Run 1, clock wiring as the flow saved it:
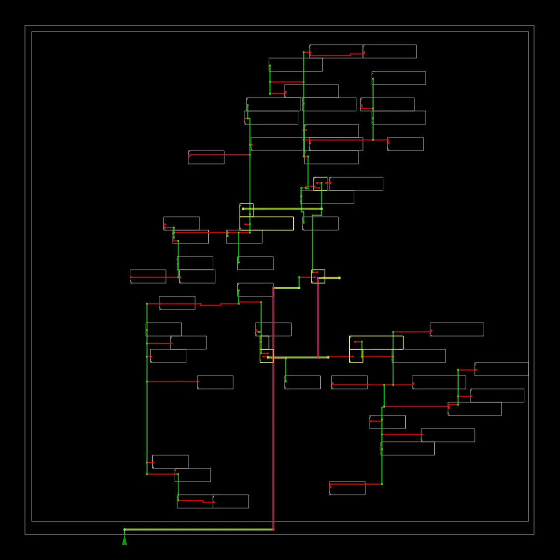
Run 1, metal 3:
The bar under the picture is 20 um long.
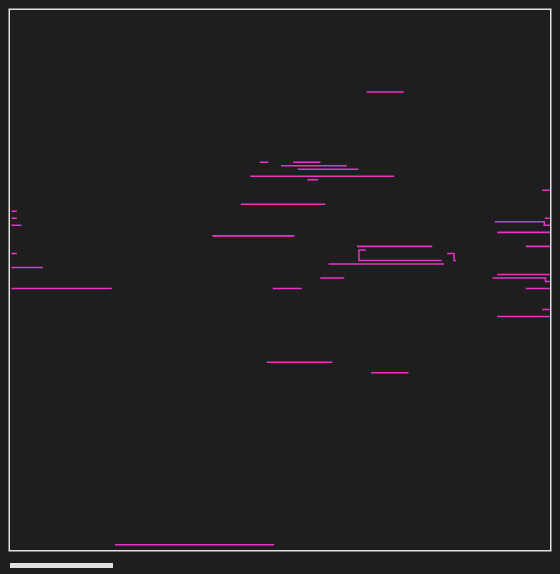
Run 1, routed metal per tile:
The bar under the picture is 20 um long. The die is cut into 21 by 21 equal tiles; dark blue is low, red is high, scaled to the fullest tile. Values are wire area over tile area, all layers added.
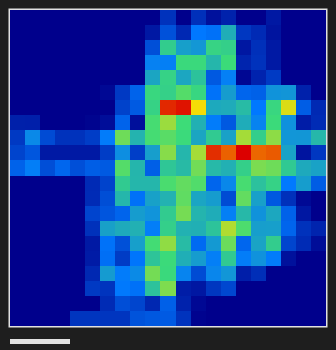
<file path="src/rtl/acc_unit_pkg.sv">
// Shared types for the accumulator execution unit: operation codes and FSM states.
package acc_unit_pkg;

  typedef enum logic [2:0] {
    OP_LOAD = 3'd0,
    OP_ADD  = 3'd1,
    OP_SUB  = 3'd2,
    OP_AND  = 3'd3,
    OP_OR   = 3'd4,
    OP_XOR  = 3'd5,
    OP_CMP  = 3'd6,
    OP_MUL  = 3'd7
  } op_t;

  typedef enum logic {
    ST_IDLE = 1'b0,
    ST_MUL  = 1'b1
  } state_t;

  // CMP only updates the flags; every other op writes its result back.
  function automatic logic writes_acc(op_t o);
    return o != OP_CMP;
  endfunction

endpackage

</file>
<file path="src/rtl/acc_unit_if.sv">
// Operation handshake, operand/result buses and flag outputs of the accumulator unit.
interface acc_unit_if #(
  parameter int WIDTH = 4,
  parameter int NACC  = 4
);
  localparam int SELW = (NACC > 1) ? $clog2(NACC) : 1;

  logic             in_valid;
  logic             in_ready;
  logic [2:0]       op;
  logic [SELW-1:0]  sel;
  logic [WIDTH-1:0] bus_in;
  logic             out_en;
  logic [WIDTH-1:0] bus_out;
  logic [WIDTH-1:0] acc_out;
  logic             res_valid;
  logic             busy;
  logic             C;
  logic             Z;

  modport master (
    output in_valid, op, sel, bus_in, out_en,
    input  in_ready, bus_out, acc_out, res_valid, busy, C, Z
  );

  modport slave (
    input  in_valid, op, sel, bus_in, out_en,
    output in_ready, bus_out, acc_out, res_valid, busy, C, Z
  );
endinterface

</file>
<file path="src/rtl/acc_mul_seq.sv">
// Shift-add multiplier: one partial product per cycle, done pulses on the final step
// with the full product presented combinationally alongside it.
module acc_mul_seq #(
  parameter int WIDTH = 4
) (
  input  logic               clk,
  input  logic               reset,
  input  logic               start,
  input  logic [WIDTH-1:0]   a,
  input  logic [WIDTH-1:0]   b,
  output logic               done,
  output logic [2*WIDTH-1:0] product
);
  localparam int CNTW = $clog2(WIDTH);

  logic               run_p0;
  logic [CNTW-1:0]    cnt_p0;
  logic [2*WIDTH-1:0] mcand_p0;
  logic [2*WIDTH-1:0] part_p0;
  logic [WIDTH-1:0]   mplier_p0;
  logic [2*WIDTH-1:0] step_sum;

  assign step_sum = part_p0 + (mplier_p0[0] ? mcand_p0 : '0);
  assign done     = run_p0 && (cnt_p0 == '0);
  assign product  = step_sum;

  always_ff @(posedge clk) begin
    if (reset) begin
      run_p0 <= 1'b0;
      cnt_p0 <= '0;
    end else if (start) begin
      run_p0 <= 1'b1;
      cnt_p0 <= CNTW'(WIDTH - 1);
    end else if (run_p0) begin
      if (cnt_p0 == '0) run_p0 <= 1'b0;
      else              cnt_p0 <= cnt_p0 - 1'b1;
    end
  end

  // operand / partial-product stage
  always_ff @(posedge clk) begin
    if (start) begin
      mcand_p0  <= {{WIDTH{1'b0}}, a};
      mplier_p0 <= b;
      part_p0   <= '0;
    end else if (run_p0) begin
      part_p0   <= step_sum;
      mcand_p0  <= mcand_p0 << 1;
      mplier_p0 <= mplier_p0 >> 1;
    end
  end

endmodule

</file>
<file path="src/rtl/acc_unit_n.sv">
// Accumulator execution unit: NACC accumulators, single-cycle ALU, registered C/Z flags
// and result, with MUL delegated to a multi-cycle shift-add sequencer.
module acc_unit_n
  import acc_unit_pkg::*;
#(
  parameter int WIDTH = 4,
  parameter int NACC  = 4
) (
  input logic       clk,
  input logic       reset,
  acc_unit_if.slave bus
);
  localparam int SELW = (NACC > 1) ? $clog2(NACC) : 1;

  state_t             state, state_nxt;
  logic [WIDTH-1:0]   acc_p0 [NACC];
  logic [WIDTH-1:0]   res_p0;
  logic               c_p0, z_p0, vld_p0;
  logic [SELW-1:0]    sel_p0;

  op_t                op_in;
  logic               accept, mul_start, mul_done;
  logic [WIDTH-1:0]   a_rd;
  logic [WIDTH:0]     alu_out;
  logic [2*WIDTH-1:0] mul_prod;

  logic               wr_acc, flag_en, c_nxt, z_nxt;
  logic [SELW-1:0]    wr_sel;
  logic [WIDTH-1:0]   wr_data;

  function automatic logic [WIDTH:0] alu_eval(op_t f, logic [WIDTH-1:0] a, logic [WIDTH-1:0] b);
    logic [WIDTH:0] r;
    r = '0;
    case (f)
      OP_LOAD:        r = {1'b0, b};
      OP_ADD:         r = {1'b0, a} + {1'b0, b};
      // MSB of the (WIDTH+1)-bit difference is the borrow
      OP_SUB, OP_CMP: r = {1'b0, a} - {1'b0, b};
      OP_AND:         r = {1'b0, a & b};
      OP_OR:          r = {1'b0, a | b};
      OP_XOR:         r = {1'b0, a ^ b};
      default:        r = '0;
    endcase
    return r;
  endfunction

  assign op_in     = op_t'(bus.op);
  assign accept    = bus.in_valid && (state == ST_IDLE);
  assign mul_start = accept && (op_in == OP_MUL);
  assign a_rd      = (int'(bus.sel) < NACC) ? acc_p0[bus.sel] : '0;
  assign alu_out   = alu_eval(op_in, a_rd, bus.bus_in);

  acc_mul_seq #(.WIDTH(WIDTH)) u_mul (
    .clk     (clk),
    .reset   (reset),
    .start   (mul_start),
    .a       (a_rd),
    .b       (bus.bus_in),
    .done    (mul_done),
    .product (mul_prod)
  );

  always_comb begin
    state_nxt = state;
    wr_acc    = 1'b0;
    flag_en   = 1'b0;
    wr_sel    = bus.sel;
    wr_data   = alu_out[WIDTH-1:0];
    c_nxt     = alu_out[WIDTH];
    z_nxt     = (alu_out[WIDTH-1:0] == '0);
    case (state)
      ST_IDLE: begin
        if (accept) begin
          if (op_in == OP_MUL) begin
            state_nxt = ST_MUL;
          end else begin
            flag_en = 1'b1;
            wr_acc  = writes_acc(op_in);
          end
        end
      end
      ST_MUL: begin
        if (mul_done) begin
          state_nxt = ST_IDLE;
          flag_en   = 1'b1;
          wr_acc    = 1'b1;
          wr_sel    = sel_p0;
          wr_data   = mul_prod[WIDTH-1:0];
          c_nxt     = |mul_prod[2*WIDTH-1:WIDTH];
          z_nxt     = (mul_prod[WIDTH-1:0] == '0);
        end
      end
      default: state_nxt = ST_IDLE;
    endcase
  end

  // writeback stage: accumulators, result register, flags, strobe
  always_ff @(posedge clk) begin
    if (reset) begin
      state  <= ST_IDLE;
      res_p0 <= '0;
      c_p0   <= 1'b0;
      z_p0   <= 1'b0;
      vld_p0 <= 1'b0;
      sel_p0 <= '0;
      for (int i = 0; i < NACC; i++) acc_p0[i] <= '0;
    end else begin
      state  <= state_nxt;
      vld_p0 <= flag_en;
      if (mul_start) sel_p0 <= bus.sel;
      if (flag_en) begin
        c_p0 <= c_nxt;
        z_p0 <= z_nxt;
      end
      if (wr_acc) begin
        res_p0 <= wr_data;
        for (int i = 0; i < NACC; i++)
          if (wr_sel == SELW'(i)) acc_p0[i] <= wr_data;
      end
    end
  end

  assign bus.in_ready  = (state == ST_IDLE);
  assign bus.busy      = (state != ST_IDLE);
  assign bus.res_valid = vld_p0;
  assign bus.C         = c_p0;
  assign bus.Z         = z_p0;
  assign bus.acc_out   = a_rd;
  assign bus.bus_out   = bus.out_en ? res_p0 : '0;

endmodule

</file>
<file path="src/flat_wrapper.sv">
// flat-port wrapper written by rule: the top's interface ports become plain ports
module acc_unit_n_flat import acc_unit_pkg::*;
#(
  parameter int WIDTH = 4,
  parameter int NACC  = 4
)
  (clk, reset, bus_in_valid, bus_op, bus_sel, bus_bus_in, bus_out_en, bus_in_ready, bus_bus_out, bus_acc_out, bus_res_valid, bus_busy, bus_C, bus_Z);
  acc_unit_if #(.WIDTH(WIDTH), .NACC(NACC)) bus_i ();
  input logic clk;
  input logic reset;
  input wire logic [$bits(bus_i.in_valid)-1:0] bus_in_valid;
  input wire logic [$bits(bus_i.op)-1:0] bus_op;
  input wire logic [$bits(bus_i.sel)-1:0] bus_sel;
  input wire logic [$bits(bus_i.bus_in)-1:0] bus_bus_in;
  input wire logic [$bits(bus_i.out_en)-1:0] bus_out_en;
  output wire logic [$bits(bus_i.in_ready)-1:0] bus_in_ready;
  output wire logic [$bits(bus_i.bus_out)-1:0] bus_bus_out;
  output wire logic [$bits(bus_i.acc_out)-1:0] bus_acc_out;
  output wire logic [$bits(bus_i.res_valid)-1:0] bus_res_valid;
  output wire logic [$bits(bus_i.busy)-1:0] bus_busy;
  output wire logic [$bits(bus_i.C)-1:0] bus_C;
  output wire logic [$bits(bus_i.Z)-1:0] bus_Z;
  assign bus_i.in_valid = bus_in_valid;
  assign bus_i.op = bus_op;
  assign bus_i.sel = bus_sel;
  assign bus_i.bus_in = bus_bus_in;
  assign bus_i.out_en = bus_out_en;
  assign bus_in_ready = bus_i.in_ready;
  assign bus_bus_out = bus_i.bus_out;
  assign bus_acc_out = bus_i.acc_out;
  assign bus_res_valid = bus_i.res_valid;
  assign bus_busy = bus_i.busy;
  assign bus_C = bus_i.C;
  assign bus_Z = bus_i.Z;
  acc_unit_n #(.WIDTH(WIDTH), .NACC(NACC)) u_core (.clk(clk), .reset(reset), .bus(bus_i));
endmodule
</file>
<file path="config.mk">
export PLATFORM = sky130hd
export DESIGN_NAME = acc_unit_n_flat
export DESIGN_NICKNAME = d
export VERILOG_FILES = /design/src/rtl/acc_unit_pkg.sv /design/src/rtl/acc_unit_if.sv /design/src/rtl/acc_mul_seq.sv /design/src/rtl/acc_unit_n.sv /design/src/flat_wrapper.sv
export SDC_FILE = /design/constraint.sdc
export NUM_CORES = 1
export LEC_CHECK = 0
export ABC_CLOCK_PERIOD_IN_PS = 5800
export CORE_UTILIZATION = 30
export CTS_BUF_LIST = sky130_fd_sc_hd__clkbuf_4
export DETAILED_ROUTE_END_ITERATION = 6
export SLEW_MARGIN = 20
export SYNTH_ARGS = -nofsm -noshare
export SYNTH_HDL_FRONTEND = slang
export SYNTH_SLANG_ARGS = --single-unit
</file>
<file path="constraint.sdc">
create_clock -name clk -period 5.8 [get_ports clk]
set_input_delay 0.87 -clock clk [delete_from_list [all_inputs] [get_ports clk]]
set_output_delay 0.87 -clock clk [all_outputs]
set_load 0.05 [all_outputs]
</file>
==> notes.md, run 1 <==
From the run reports.

- Of the total synthesized cell area, the portion taken by full adders, half adders and majority gates is 9.98%.
- Setup repair after global routing left no endpoint under its margin.
- The sum of negative setup slack is 0 ps.
- The worst setup path is of the in -> out kind.
- The synthesized netlist contains 65 unique library cells.
- The post-synth register bit count is 49.
- The multiplexer fraction of the synthesized cell area is 7.96%.
- The worst-case max-slew headroom was logged as 44.4%.
- The summed standard-cell area reported by yosys is 3160 um^2.
- The via count is 2387.
- Once the floorplan was initialized, standard cells occupied 30.7% of the core.
- The slack of the worst reg-to-reg path is 3150 ps.
- The sum of net half-perimeters after detailed placement reads 5550 um.
- The actual slew at the worst max-slew pin reads 832 ps.
- The final period demand of the worst path is 3800 ps.
- The signal on the critical path passes through clkdlybuf4s50_1 -> mux4_2 -> clkdlybuf4s50_1.
- The slowest cell on the critical path reads clkdlybuf4s50_1.
- The critical path ends at bus_acc_out[3].
- The layout overhead on the synthesized area is 14.3%.
- The top cell type by total area after synthesis is edfxtp_1.
- The number of stages on the worst setup path reads 3.
- The count of unresolved DRC violations after routing reads 0.
- The synthesized area divided by synthesized cell count is 9.52 um^2.
- The cell at the root of the clock tree is clkbuf_4.
- The first global-routing pass estimated 11800 um of wire.
- The logic depth of the worst register-to-register path is 8.
- The highest net fanout along the worst path reads 6.
- According to the floorplan report, the die height is 105 um.
- The cell seen most often among critical-path stages is clkdlybuf4s50_1.
- The post-synthesis compound-gate area fraction reads 15.0%.
- The via count of the first global-routing pass reads 2310.
- In this run the number of H-tree levels came out at 2.
- The setup violation total in the final timing report is 0.
- The flow ran to the end, and the final reports show no timing, DRC or antenna violations.
- The overflow left after global routing is 0.
- TritonCTS built the clock tree.
- The worst supply voltage drop on vdd reads 143 uV.
- The most used flip-flop cell after synthesis is dfxtp_1.
- The overall routing resource usage reads 13.8%.
- The cell-mix breakdown from Yosys lists the XOR/XNOR area share as 2.50%.
- The fraction of the mapped netlist area in simple logic gates is 20.8%.
- The clock-pin slew on the worst setup and hold paths is 130 ps.
- The fraction of synthesized cell area taken by the top area cell type reads 22.8%.
- Among the non-sequential cells, simple AND/OR/NAND/NOR gates take the most area.
About 'clock wiring as the flow saved it':
total clock buffers created by CTS: 5
setup skew after layout: 9.47 ps

About 'metal 3':
longest straight run: 30.6 um
nets with wire on the layer: 31
wire length on this layer: 309 um
main direction: horizontal

About 'routed metal per tile':
emptiest ninth of the die: north-west
nearly empty tiles: 38%
densest ninth of the die: centre
tiles over half the peak: 8.6%
fullest tile: 0.54
mean over tiles: 0.10

==> run 1: flip-flops by register name (all words and copies together), names as in the netlist <==
name,flops
u_core.res_p0,4
u_core.bus.res_valid,1
u_core.u_mul.mplier_p0,4
u_core.u_mul.run_p0,1
u_core.u_mul.cnt_p0,2
u_core.sel_p0,2
u_core.u_mul.mcand_p0,8
u_core.u_mul.part_p0,8
u_core.acc_p0,16
u_core.bus.busy,1
u_core.bus.Z,1
u_core.bus.C,1
==> run 1: per-stage QoR <==
step	hold WS (ps)	utilization [%]
floorplan	427	-
global placement	456	34.1
detailed placement	466	34.1
CTS	485	35.1
global route	519	35.1
finish	481	35.1
==> run 1: how the worst min path moves through the flow <==
stage,startpoint,end,depth (start not counted)
5_1_grt,u_core.res_p0[0],u_core.res_p0[0],2
2_1_floorplan,u_core.res_p0[0],u_core.res_p0[0],2
3_5_place_dp,u_core.sel_p0[1],u_core.sel_p0[1],2
6_report,u_core.sel_p0[1],u_core.sel_p0[1],2
3_3_place_gp,u_core.sel_p0[1],u_core.sel_p0[1],2
4_1_cts,u_core.sel_p0[1],u_core.sel_p0[1],2
==> run 1: worst register-to-register path, stage by stage, from the launching register on <==
cell and delay (ps):
edfxtp_1 410, mux4_2 500, inv_1 140, ha_1 210, fa_1 440, o21ai_1 130, a222oi_1 140, mux2_2 350
a211oi_1 240
==> run 1: cell type report <==
| class | instances | area (um^2) |
|---|---|---|
| clock buffer | 5 | 37.5 |
| clock inverter | 3 | 65.1 |
| fill | 1070 | 6670 |
| inverter | 20 | 75.1 |
| multi-input combinational | 249 | 1780 |
| sequential | 49 | 1220 |
| tap | 136 | 170 |
| timing repair buffer | 26 | 258 |
==> run 1: cells in the final DEF, fill, tap and decap left out, types with 4 or more instances in the layout <==
master,n
nor2_1,45
nand2_1,29
clkdlybuf4s50_1,25
dfxtp_1,25
edfxtp_1,24
ha_1,22
inv_1,20
a21oi_1,16
and2_1,12
o21ai_0,12
mux2i_1,11
xnor2_1,6
nand2b_1,6
nor2b_1,5
nand3_1,5
a211oi_1,5
clkbuf_4,5
mux4_2,4
a31oi_1,4
==> run 1: power breakdown <==
group / internal, mW / total [mW] / switching [mW]
sequential: 0.400 / 0.422 / 0.0224
combinational: 0.132 / 0.320 / 0.188
clock: 0.133 / 0.242 / 0.109
==> run 1: cell families after synthesis <==
family / after synthesis
DFF: 49
buffers and inverters: 34
xor gates and xnor gates: 9
AOI/OAI and AO/OA: 68
and+or+nand+nor: 129
adders and majority gates: 24
muxes: 19
==> run 1: per-layer routing <==
metal / part of all wire, % / track usage [%] / vias up
met5: 0 / 0 / -
met4: 0.90 / 4.53 / 0
met3: 4.3 / 2.56 / 4
met2: 47 / 23.0 / 52
met1: 48 / 17.9 / 1114
li1: - / - / 1217
Run 1, cells coloured by class:
Fill, decap, tap and diode cells in grey.
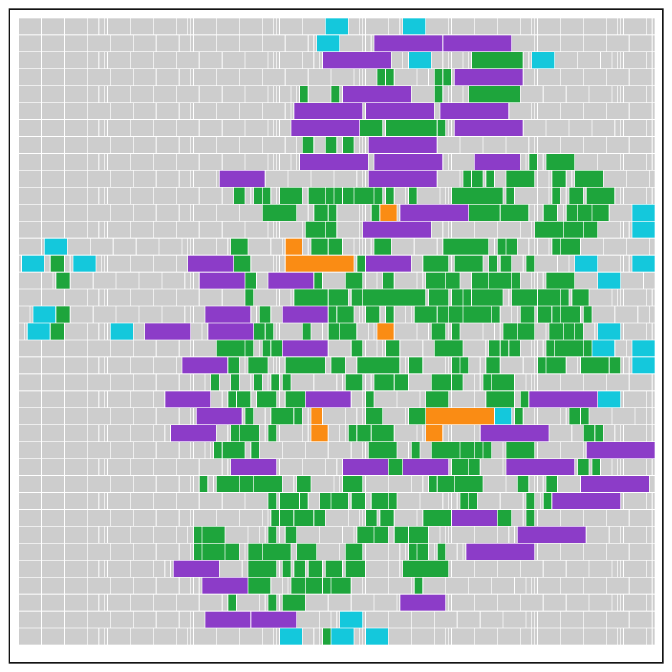

==> inputs of run 2 (changes only) <==
--- a/config.mk
+++ b/config.mk
@@ -5,7 +5,7 @@
 export SDC_FILE = /design/constraint.sdc
 export NUM_CORES = 1
 export LEC_CHECK = 0
-export ABC_CLOCK_PERIOD_IN_PS = 5800
+export ABC_CLOCK_PERIOD_IN_PS = 3060
 export CORE_UTILIZATION = 30
 export CTS_BUF_LIST = sky130_fd_sc_hd__clkbuf_4
 export DETAILED_ROUTE_END_ITERATION = 6
==> constraint.sdc (replaced) <==
create_clock -name clk -period 3.06 [get_ports clk]
set_input_delay 0.459 -clock clk [delete_from_list [all_inputs] [get_ports clk]]
set_output_delay 0.459 -clock clk [all_outputs]
set_load 0.05 [all_outputs]
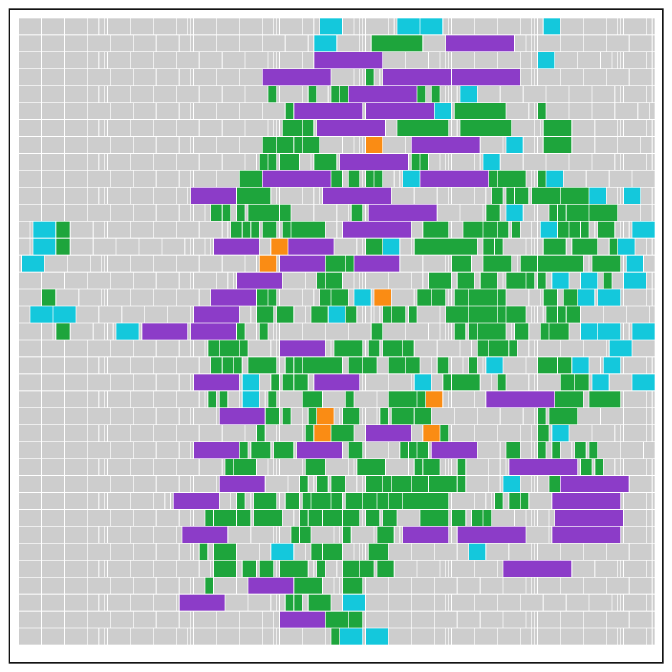
Run 2: cells coloured by class
Fill, decap, tap and diode cells in grey.
[purple] sequential cells | cells: 49 | share of their area: 34%
[cyan] remaining buffers and delay cells | cells: 52 | share of their area: 12%
[orange] clock drivers and dummy loads | cells: 8 | share of their area: 1.7%
[green] remaining logic cells | cells: 269 | share of their area: 52%

==> notes.md, run 2 <==
From the run reports.

- The tightest hold path in the finished design has a slack of 481 ps.
- In the power breakdown, the internal column shows 1.13 mW.
- The global-route wire length before repair reads 12200 um.
- The via count reads 2537.
- The register with the most flip-flops in the layout has 16 of them.
- The switching power of the nets is 0.631 mW.
- The fraction of synthesized cell area taken by the top area cell type reads 22.8%.
- The routed length on met2 reads 3440 um.
- The sum of net half-perimeters after detailed placement reads 5670 um.
- Setup repair after global routing left no endpoint under its margin.
- The count of fill cells added during filler insertion reads 1039.
- The run finished with clean final reports.
- The highest net fanout along the worst path reads 5.
- The proportion of power drawn by flip-flops and latches reads 45.3%.
- Looking at hold timing, the worst path starts from u_core.sel_p0[1].
- The cell at the root of the clock tree reads clkbuf_4.
- The final worst clock skew reads 14.6 ps.
- The script parses the final routing iteration and logs DRC violations as 0.
- The count of different cell masters after synthesis is 65.
- After detailed routing, the met3 layer carries 234 um of wire.
==> run 2: routing by layer <==
| metal | track usage [%] | vias to the layer above |
|---|---|---|
| met5 | 0 | - |
| met4 | 4.83 | 0 |
| met3 | 2.25 | 8 |
| met2 | 23.4 | 47 |
| met1 | 18.5 | 1211 |
| li1 | - | 1271 |
==> run 2: worst max path at each step <==
stage,to,slack [ps],depth (start not counted)
finish,u_core.acc_p0[3][1],240,9
global route,u_core.bus.Z,150,11
CTS,u_core.acc_p0[3][1],260,9
detailed placement,u_core.acc_p0[3][1],-160,9
global placement,u_core.acc_p0[3][3],-100,10
floorplan,u_core.acc_p0[0][1],110,9
==> run 2: cell families after synthesis <==
kind of cell | synth area share, %
muxes | 7.96
AOI/OAI and AO/OA | 15.0
and+or+nand+nor | 20.8
xor gates and xnor gates | 2.50
buffers and inverters | 5.11
adders and majority gates | 9.98
DFF | 38.7
==> run 2: power groups by stage <==
stage	Combinational, mW	Clock (mW)	Sequential (mW)
4_1_cts	0.653	0.320	0.798
3_5_place_dp	0.649	0	0.813
2_1_floorplan	0.452	0	0.812
6_report	0.654	0.310	0.797
3_3_place_gp	0.640	0	0.811
5_1_grt	0.728	0.342	0.807
==> run 2: critical path, cell delays in order <==
cell and delay, ps:
clkdlybuf4s50_1 450, buf_4 180, mux4_2 360, inv_1 100, fa_1 570, o21ai_1 60, a222oi_1 440, mux2_2 300
nor2_1 60
==> run 2: layout make-up <==
class | count | area, um^2 | share of cell area [%]
Tap cell | 136 | 170 | 4.54
Inverter | 20 | 75.1 | 2.00
Multi-Input combinational cell | 249 | 1780 | 47.4
Clock buffer | 5 | 37.5 | 1.00
Clock inverter | 3 | 22.5 | 0.601
Timing Repair Buffer | 52 | 443 | 11.8
Antenna cell | 1 | 2.50 | 0.0668
Sequential cell | 49 | 1220 | 32.6
Power and IR drop assume default switching activity.
